## src/rtl/pwm_pkg.sv

```systemverilog
// Shared definitions for the PWM generator/capture family: default widths,
// timeout and the capture FSM state encoding.
package pwm_pkg;

    localparam int unsigned W_DEFAULT       = 32;
    localparam int unsigned NCH_DEFAULT     = 8;
    localparam int unsigned TIMEOUT_DEFAULT = 50_000_000;

    typedef enum logic [1:0] {
        IDLE    = 2'd0,
        ARMED   = 2'd1,
        MEASURE = 2'd2
    } capState_e;

endpackage

```

## src/rtl/pwm_capture_if.sv

```systemverilog
// Pin-side inputs and per-channel measurement results of the PWM capture block.
interface pwm_capture_if
    import pwm_pkg::*;
#(
    parameter int unsigned NCH = NCH_DEFAULT,
    parameter int unsigned W   = W_DEFAULT
);
    logic [NCH-1:0]   en;
    logic [NCH-1:0]   pwm_in;
    logic [NCH*W-1:0] period_o;
    logic [NCH*W-1:0] duty_o;
    logic [NCH-1:0]   valid_o;
    logic [NCH-1:0]   timeout_o;

    modport master (
        output en, pwm_in,
        input  period_o, duty_o, valid_o, timeout_o
    );

    modport slave (
        input  en, pwm_in,
        output period_o, duty_o, valid_o, timeout_o
    );
endinterface

```

## src/rtl/pwm_capture_ch.sv

```systemverilog
// One capture channel: pin synchronizer, rising-edge detect, capture FSM,
// period/high-time counters and registered results.
module pwm_capture_ch
    import pwm_pkg::*;
#(
    parameter int unsigned W       = W_DEFAULT,
    parameter int unsigned TIMEOUT = TIMEOUT_DEFAULT
) (
    input  logic         clk,
    input  logic         rst_n,
    input  logic         en,
    input  logic         pinIn,
    output logic [W-1:0] period,
    output logic [W-1:0] duty,
    output logic         valid,
    output logic         timeout
);

    localparam logic [W-1:0] TIMEOUT_W = W'(TIMEOUT);

    logic sync1;
    logic syncS;
    logic syncD;
    logic rise;

    capState_e    state;
    capState_e    stateNxt;
    logic [W-1:0] cntP;
    logic [W-1:0] cntPNxt;
    logic [W-1:0] cntH;
    logic [W-1:0] cntHNxt;
    logic [W-1:0] periodNxt;
    logic [W-1:0] dutyNxt;
    logic         validNxt;
    logic         timeoutNxt;

    // Synchronizer keeps running while disabled so the line level is known at re-enable
    always_ff @(posedge clk or negedge rst_n) begin
        if (!rst_n) begin
            sync1 <= 1'b0;
            syncS <= 1'b0;
            syncD <= 1'b0;
        end else begin
            sync1 <= pinIn;
            syncS <= sync1;
            syncD <= syncS;
        end
    end

    assign rise = syncS & ~syncD;

    always_ff @(posedge clk or negedge rst_n) begin
        if (!rst_n) begin
            state   <= IDLE;
            cntP    <= '0;
            cntH    <= '0;
            period  <= '0;
            duty    <= '0;
            valid   <= 1'b0;
            timeout <= 1'b0;
        end else begin
            state   <= stateNxt;
            cntP    <= cntPNxt;
            cntH    <= cntHNxt;
            period  <= periodNxt;
            duty    <= dutyNxt;
            valid   <= validNxt;
            timeout <= timeoutNxt;
        end
    end

    // A rise in MEASURE takes priority over the timeout check
    always_comb begin
        stateNxt   = state;
        cntPNxt    = cntP;
        cntHNxt    = cntH;
        periodNxt  = period;
        dutyNxt    = duty;
        validNxt   = 1'b0;
        timeoutNxt = timeout;

        if (!en) begin
            stateNxt   = IDLE;
            cntPNxt    = '0;
            cntHNxt    = '0;
            periodNxt  = '0;
            dutyNxt    = '0;
            timeoutNxt = 1'b0;
        end else begin
            case (state)
                IDLE: begin
                    if (!syncS) stateNxt = ARMED;
                end
                ARMED: begin
                    if (rise) begin
                        stateNxt = MEASURE;
                        cntPNxt  = W'(1);
                        cntHNxt  = W'(1);
                    end
                end
                MEASURE: begin
                    if (rise) begin
                        periodNxt  = cntP;
                        dutyNxt    = cntH;
                        validNxt   = 1'b1;
                        timeoutNxt = 1'b0;
                        cntPNxt    = W'(1);
                        cntHNxt    = W'(1);
                    end else if (cntP == TIMEOUT_W) begin
                        timeoutNxt = 1'b1;
                        periodNxt  = '0;
                        dutyNxt    = '0;
                        cntPNxt    = '0;
                        cntHNxt    = '0;
                        stateNxt   = IDLE;
                    end else begin
                        cntPNxt = cntP + W'(1);
                        if (syncS) cntHNxt = cntH + W'(1);
                    end
                end
                default: stateNxt = IDLE;
            endcase
        end
    end

endmodule

```

## src/rtl/pwm_capture.sv

```systemverilog
// Multi-channel PWM capture: NCH independent channels reporting period and
// high time in clk cycles, with a valid strobe and sticky timeout per channel.
module pwm_capture
    import pwm_pkg::*;
#(
    parameter int unsigned NCH     = NCH_DEFAULT,
    parameter int unsigned W       = W_DEFAULT,
    parameter int unsigned TIMEOUT = TIMEOUT_DEFAULT
) (
    input logic          clk,
    input logic          rst_n,
    pwm_capture_if.slave bus
);

    logic [W-1:0] periodArr  [NCH];
    logic [W-1:0] dutyArr    [NCH];
    logic         validArr   [NCH];
    logic         timeoutArr [NCH];

    for (genvar k = 0; k < NCH; k++) begin : g_ch
        pwm_capture_ch #(
            .W       (W),
            .TIMEOUT (TIMEOUT)
        ) u_ch (
            .clk     (clk),
            .rst_n   (rst_n),
            .en      (bus.en[k]),
            .pinIn   (bus.pwm_in[k]),
            .period  (periodArr[k]),
            .duty    (dutyArr[k]),
            .valid   (validArr[k]),
            .timeout (timeoutArr[k])
        );
    end

    // Pack per-channel results; channel k occupies bits [k*W +: W]
    always_comb begin
        bus.period_o  = '0;
        bus.duty_o    = '0;
        bus.valid_o   = '0;
        bus.timeout_o = '0;
        for (int k = 0; k < NCH; k++) begin
            bus.period_o[k*W +: W] = periodArr[k];
            bus.duty_o[k*W +: W]   = dutyArr[k];
            bus.valid_o[k]         = validArr[k];
            bus.timeout_o[k]       = timeoutArr[k];
        end
    end

endmodule

```

## src/flat_wrapper.sv

```systemverilog
// flat-port wrapper written by rule: the top's interface ports become plain ports
module pwm_capture_flat import pwm_pkg::*;
#(
    parameter int unsigned NCH     = NCH_DEFAULT,
    parameter int unsigned W       = W_DEFAULT,
    parameter int unsigned TIMEOUT = TIMEOUT_DEFAULT
)
  (clk, rst_n, bus_en, bus_pwm_in, bus_period_o, bus_duty_o, bus_valid_o, bus_timeout_o);
  pwm_capture_if #(.NCH(NCH), .W(W)) bus_i ();
  input logic clk;
  input logic rst_n;
  input wire logic [$bits(bus_i.en)-1:0] bus_en;
  input wire logic [$bits(bus_i.pwm_in)-1:0] bus_pwm_in;
  output wire logic [$bits(bus_i.period_o)-1:0] bus_period_o;
  output wire logic [$bits(bus_i.duty_o)-1:0] bus_duty_o;
  output wire logic [$bits(bus_i.valid_o)-1:0] bus_valid_o;
  output wire logic [$bits(bus_i.timeout_o)-1:0] bus_timeout_o;
  assign bus_i.en = bus_en;
  assign bus_i.pwm_in = bus_pwm_in;
  assign bus_period_o = bus_i.period_o;
  assign bus_duty_o = bus_i.duty_o;
  assign bus_valid_o = bus_i.valid_o;
  assign bus_timeout_o = bus_i.timeout_o;
  pwm_capture #(.NCH(NCH), .W(W), .TIMEOUT(TIMEOUT)) u_core (.clk(clk), .rst_n(rst_n), .bus(bus_i));
endmodule
```

## config.mk

```make
export PLATFORM = sky130hd
export DESIGN_NAME = pwm_capture_flat
export DESIGN_NICKNAME = d
export VERILOG_FILES = /design/src/rtl/pwm_pkg.sv /design/src/rtl/pwm_capture_if.sv /design/src/rtl/pwm_capture_ch.sv /design/src/rtl/pwm_capture.sv /design/src/flat_wrapper.sv
export SDC_FILE = /design/constraint.sdc
export NUM_CORES = 2
export LEC_CHECK = 0
export CAP_MARGIN = 10
export CORE_UTILIZATION = 30
export CTS_CLUSTER_DIAMETER = 40
export DETAILED_ROUTE_END_ITERATION = 6
export PLACE_DENSITY_LB_ADDON = 0.3
export SYNTH_ARGS = -nofsm -noshare
export SYNTH_HDL_FRONTEND = slang
export SYNTH_SLANG_ARGS = --single-unit
```

## constraint.sdc

```tcl
create_clock -name clk -period 3 [get_ports clk]
set_input_delay 0.75 -clock clk [delete_from_list [all_inputs] [get_ports clk]]
set_output_delay 0.75 -clock clk [all_outputs]
set_load 0.1 [all_outputs]
```

clocks.png
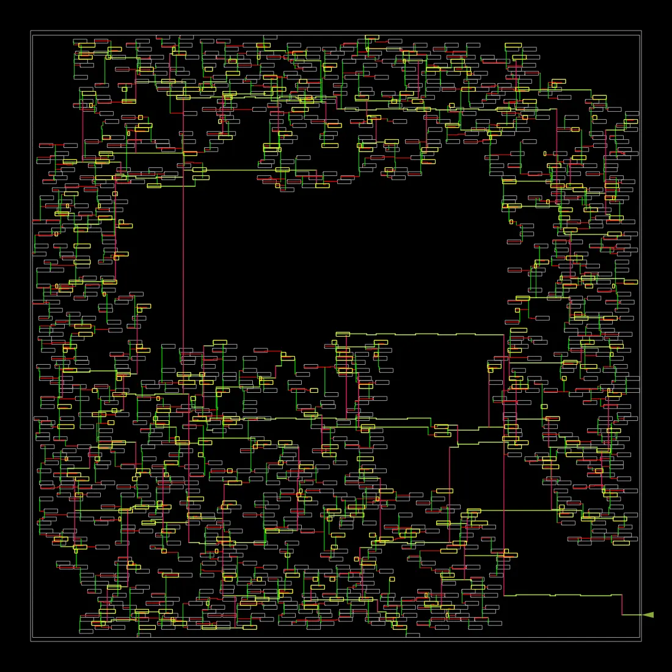
Flops: 1080
clock sinks: 1080
CLK BUF: 223
clk pwr: 23.5 mW

placement_by_type.png
The bar under the picture is 100 µm long.
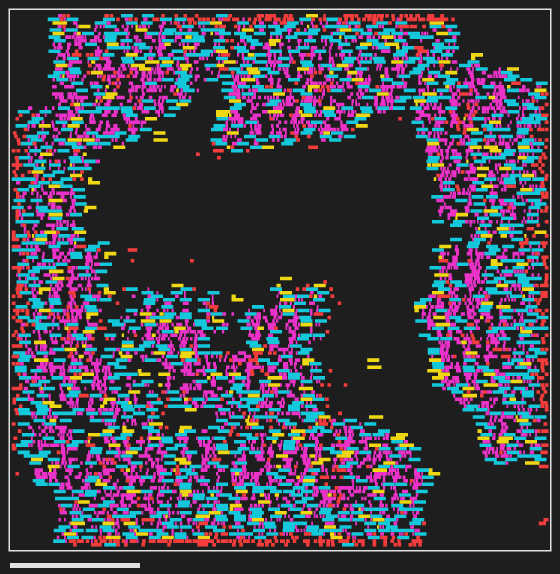
combinational and other logic -> magenta  # cells 4248, share of their area 36%
remaining buffers and delay cells -> red  # cells 796, share of their area 10%
sequential cells -> cyan  # cells 1080, share of their area 43%
clock drivers and dummy loads -> yellow  # cells 348, share of their area 11%

==> impl_metrics.py <==
# Auto-generated metrics
metrics = {
    "pwr": {
        "finalPower_mw": 39.64,
        "leakage_nw": 28.43,
        "p_per_area_nw_per_um2": 602.7,
        "power_frac_comb": 0.036,
        "power_sequential_mw": 14.7,
        "internal_power_mw": 30.31,
        "p_clk_frac": 0.593,
    },
    "global_routing": {
        "grt-ovfl-total": 0,
        "grt_pass1_vias": 43660,
        "grtUsageTotal": 0.1833,
        "grt.met1_usage": 0.2518,
        "grt_pass1_wl_um": 252500,
        "antenna_found_initial": 1,
        "grt_max_degree": 116,
    },
    "cells_and_area": {
        "nonClockInverterCount": 160,
        "comb_share": 0.3343,
        "lay_top_count": "dfrtp_1",
        "clkCellAreaFrac": 0.1061,
        "comb_area_um2": 21990,
        "sh_seq_area": 0.4109,
        "buf_share": 0.09763,
        "layout-drive-gt1-share": 0.1828,
        "area_delta_synth_final_pct": 29.26,
        "buffers_excl_clock": 796,
        "fin_area_um2": 65770,
    },
    "job": {
        "tool_warnings": 37,
    },
    "worst_setup_path": {
        "path_cells": "inv_1 -> ha_1 -> nor4b_1 -> nand3b_1 -> nor3_4 -> nor2_1 -> nand2_1 -> o41ai_1",
        "crit_path_start": "u_core.g_ch[0].u_ch.cntP[0]",
        "rrSetupSlack_ns": 0.22,
        "crit_buf_inv": 1,
        "path_class": "reg -> reg",
        "cp.required_ns": 3.72,
        "critical_path_arrival_ns": 3.50,
    },
    "route": {
        "vias_per_cell": 5.179,
        "routed_wl_um": 159000,
        "dr_total_vias": 44930,
        "dr.pass1.iters": 6,
        "wl_met1_um": 71950,
        "drt_iter0_drc": 3320,
        "wl_per_cell_um": 18.33,
        "drtAntennaViolNets": 0,
    },
    "die": {
        "die_x_um": 413.8,
        "initial_core_util": 0.3033,
        "fp.coreArea_um2": 167800,
        "placementRows": 150,
    },
    "synth": {
        "synth.area.mux_share": 0.001008,
        "synth.avg_cell_area_um2": 8.899,
        "fp_nets": 5760,
        "common_cells": "1080 x dfrtp_1, 949 x nand2_1, 671 x nand3_1",
        "yosys.area.top_type": "dfrtp_1",
        "synthAdderAreaFrac": 0.005901,
        "ys_seq_share": 0.5311,
        "syn_inst": 5718,
        "syn_area_um2": 50880,
        "ys_cells": 5718,
        "ys_types": 75,
        "synthTopLogicFamily": "simple AND/OR/NAND/NOR gates",
        "synth_dominant_cell_count": "dfrtp_1",
        "top_cells_by_area": "dfrtp_1 53%, nand2_1 7.0%, nand3_1 6.6%, o21ai_0 5.0%, a21oi_1 3.6%",
        "synth-seq-cells": 1080,
    },
    "placement": {
        "port_buffers": 545,
        "place_area_um2": 58720,
    },
    "final_timing": {
        "layout_setup_ws_ns": 0.2182,
        "setup_violations": 0,
        "period_needed_ns": 2.782,
        "drv_slew": 0,
        "fmax_mhz": 359.5,
        "worst_pin_slew_ns": 1.312,
        "hold_slack_ns": 0.3068,
        "period_used_share": 0.9273,
    },
    "clock_tree": {
        "cts_max_level": 4,
        "worstSkewPairLatency_ns": 0.83,
    },
    "run_status": {
        "outcome": "finished, final reports clean",
    },
    "worst_hold_path": {
        "hold_path_end": "u_core.g_ch[0].u_ch.cntH[0]",
    },
}
## worst max path at each step
| stage | cells past startpoint | endpoint |
|---|---|---|
| 6_report | 8 | u_core.g_ch[0].u_ch.cntP[30] |
| 5_1_grt | 8 | u_core.g_ch[4].u_ch.cntH[22] |
| 4_1_cts | 10 | u_core.g_ch[7].u_ch.cntH[15] |
| 3_5_place_dp | 7 | u_core.g_ch[1].u_ch.cntH[27] |
| 3_3_place_gp | 7 | u_core.g_ch[1].u_ch.cntH[27] |
| 2_1_floorplan | 7 | u_core.g_ch[6].u_ch.cntH[23] |
## repair_timing
item                                    in CTS  in global routing
endpoints found under the setup margin       0                120
gates resized                                0                  5
hold endpoints to repair                    25                  0
hold buffers                                 1                  0
buffers inserted                             0                  4
Power and IR drop assume default switching activity.
